==> config.mk <==
export PLATFORM = sky130hd
export DESIGN_NAME = dir_select
export DESIGN_NICKNAME = d
export VERILOG_FILES = /design/src/rtl/dir_pkg.sv /design/src/rtl/btn_debounce.sv /design/src/rtl/dir_select.sv
export SDC_FILE = /design/constraint.sdc
export NUM_CORES = 1
export LEC_CHECK = 0
export CAP_MARGIN = 20
export CORE_AREA = 2 2 39 41
export CTS_CLUSTER_DIAMETER = 120
export DETAILED_ROUTE_END_ITERATION = 10
export DIE_AREA = 0 0 41 43
export HOLD_SLACK_MARGIN = 0.15
export SYNTH_ARGS = -nofsm -noshare
export SYNTH_HDL_FRONTEND = slang
export SYNTH_SLANG_ARGS = --single-unit
==> constraint.sdc <==
create_clock -name clk -period 1.5 [get_ports clk]
set_input_delay 0.15 -clock clk [delete_from_list [all_inputs] [get_ports clk]]
set_output_delay 0.15 -clock clk [all_outputs]
set_load 0.005 [all_outputs]
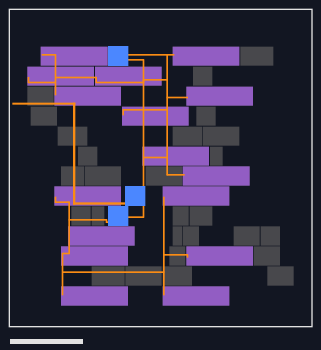
*Clock distribution*
Bar = 10 um.
Key: blue = cells driving clock nets [count 3]; orange = clock wires [length 180 um]; purple = flip-flops [count 16]
There are 4 routed clock nets.
insertion delay of the later-clocked pin in the worst-skew pair: 280 ps
Clk network pwr share: 21.9%
Final Skew: 2.98 ps
total clock network power: 0.000274 W

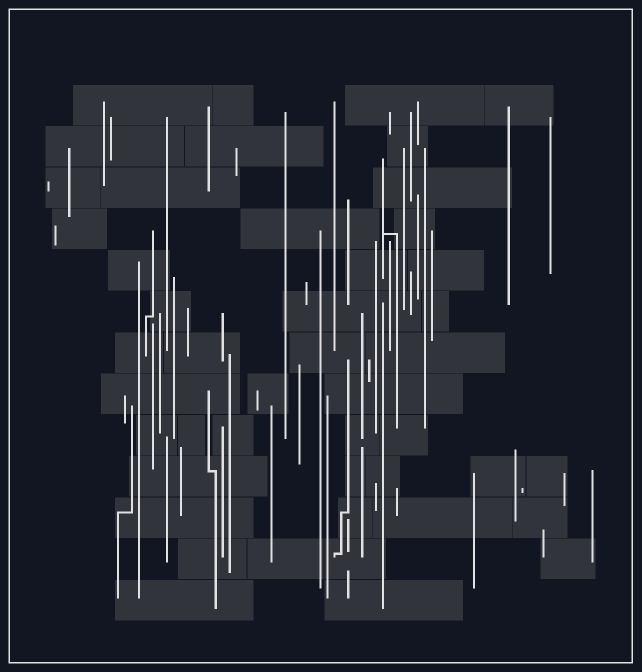
*Metal 2*
Cells faint in the background.
The wires run mostly vertical. The longest straight run is 23.5 um. 48 nets have wire on it. The layer carries 467 um of wire. The layer holds 57% of the routed length.
via count: 303
final WL: 825 um
met2 demand-to-capacity share in global routing: 20.9%

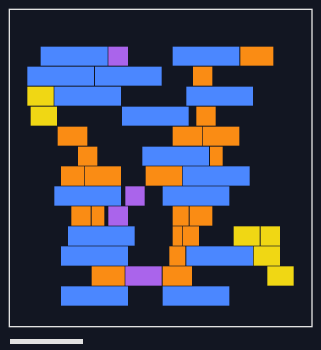
*Placement by cell class*
Bar = 10 um.
Key: yellow = other buffers and delay cells [cells 6]; orange = all other logic [cells 20]; purple = clock drivers and dummy loads [cells 4]; blue = flip-flops [cells 16]
area of the core region: 1380 um2
share of cell area taken by flip-flops and latches: 57.7%
Rows: 14
post-route design area: 694 um2

==> job_summary.md <==
### Flow metrics

| Metric | Value |
|---|---|
| Count of yosys warnings during synthesis | 0 |
| Number of non-clock inverters | 0 |
| Number of sinks handled by clock tree synthesis | 16 |
| Total design power | 0.00125 W |
| Kind of end point of the critical path | output port |
| Worst ir drop on vdd | 0.927 mV |
| Classification of the worst setup path | reg2out |
| Group with the largest share of power | registers |
| Clock-pin slew of the registers on the worst-case setup and hold paths | about 90 ps |
| Final setup violation count | 0 |
| Count of endpoints failing hold in the final timing report | 0 |
| CP Max Fanout | 4 |
| Number of setup buffers added after CTS | 0 |
| Via-per-instance ratio | 4.89 |
| CTS tree | done |
| Status | complete, no violations |
| Total of buffers placed on input and output ports | 5 |
| Leakage power | between 0.3 and 0.4 nW |
| First-pass iteration count of the detailed router | 2 |
| Placed cells | 58 |
| Global-route wire length before repair | 1.48 mm |
| Proportion of layout cells with a drive suffix above 1 | 23.9% |
| Number of nets with antenna violations after routing | 0 |
| Count of warning messages emitted by the tools | 26 |
| Cell at the root of the clock tree | sky130_fd_sc_hd__clkbuf_4 |
-- routing by layer --
| metal | track usage, % | wire (um) | vias up |
|---|---|---|---|
| met5 | 0 | 0 | - |
| met4 | 10.0 | 13 | 0 |
| met3 | 3.14 | 36 | 2 |
| met2 | 20.9 | 466 | 6 |
| met1 | 14.4 | 308 | 154 |
| li1 | - | - | 141 |
-- logic make-up after synthesis --
family          count (synthesis)  synth area share [%]
mux                             2                  3.88
fa+ha+maj                       3                  6.25
compound gates                  1                  1.08
simple gates                   12                  16.8
flops                          16                  69.0
xor+xnor                        2                  3.02
-- synthesized netlist by cell type (all sizes together) --
cell    number  area, um2
nand2b       2       12.5
maj3         1       11.3
ha           2       25.0
mux2         2       22.5
xnor2        2       17.5
nor3b        4       30.0
o22ai        1       6.26
nand2        1       3.75
dfrtp       16        400
nor3         2       10.0
nor2b        3       41.3
-- cells in the final DEF (no fill, tap or decap) --
| cell | n |
|---|---|
| sky130_fd_sc_hd__buf_4 | 1 |
| sky130_fd_sc_hd__clkbuf_4 | 3 |
| sky130_fd_sc_hd__clkbuf_8 | 1 |
| sky130_fd_sc_hd__clkdlybuf4s50_1 | 5 |
| sky130_fd_sc_hd__dfrtp_1 | 16 |
| sky130_fd_sc_hd__ha_1 | 2 |
| sky130_fd_sc_hd__maj3_2 | 1 |
| sky130_fd_sc_hd__mux2_2 | 2 |
| sky130_fd_sc_hd__nand2_1 | 1 |
| sky130_fd_sc_hd__nand2b_1 | 2 |
| sky130_fd_sc_hd__nor2b_4 | 3 |
| sky130_fd_sc_hd__nor3_1 | 2 |
| sky130_fd_sc_hd__nor3b_1 | 4 |
| sky130_fd_sc_hd__o22ai_1 | 1 |
| sky130_fd_sc_hd__xnor2_1 | 2 |
Power and IR drop assume default switching activity.
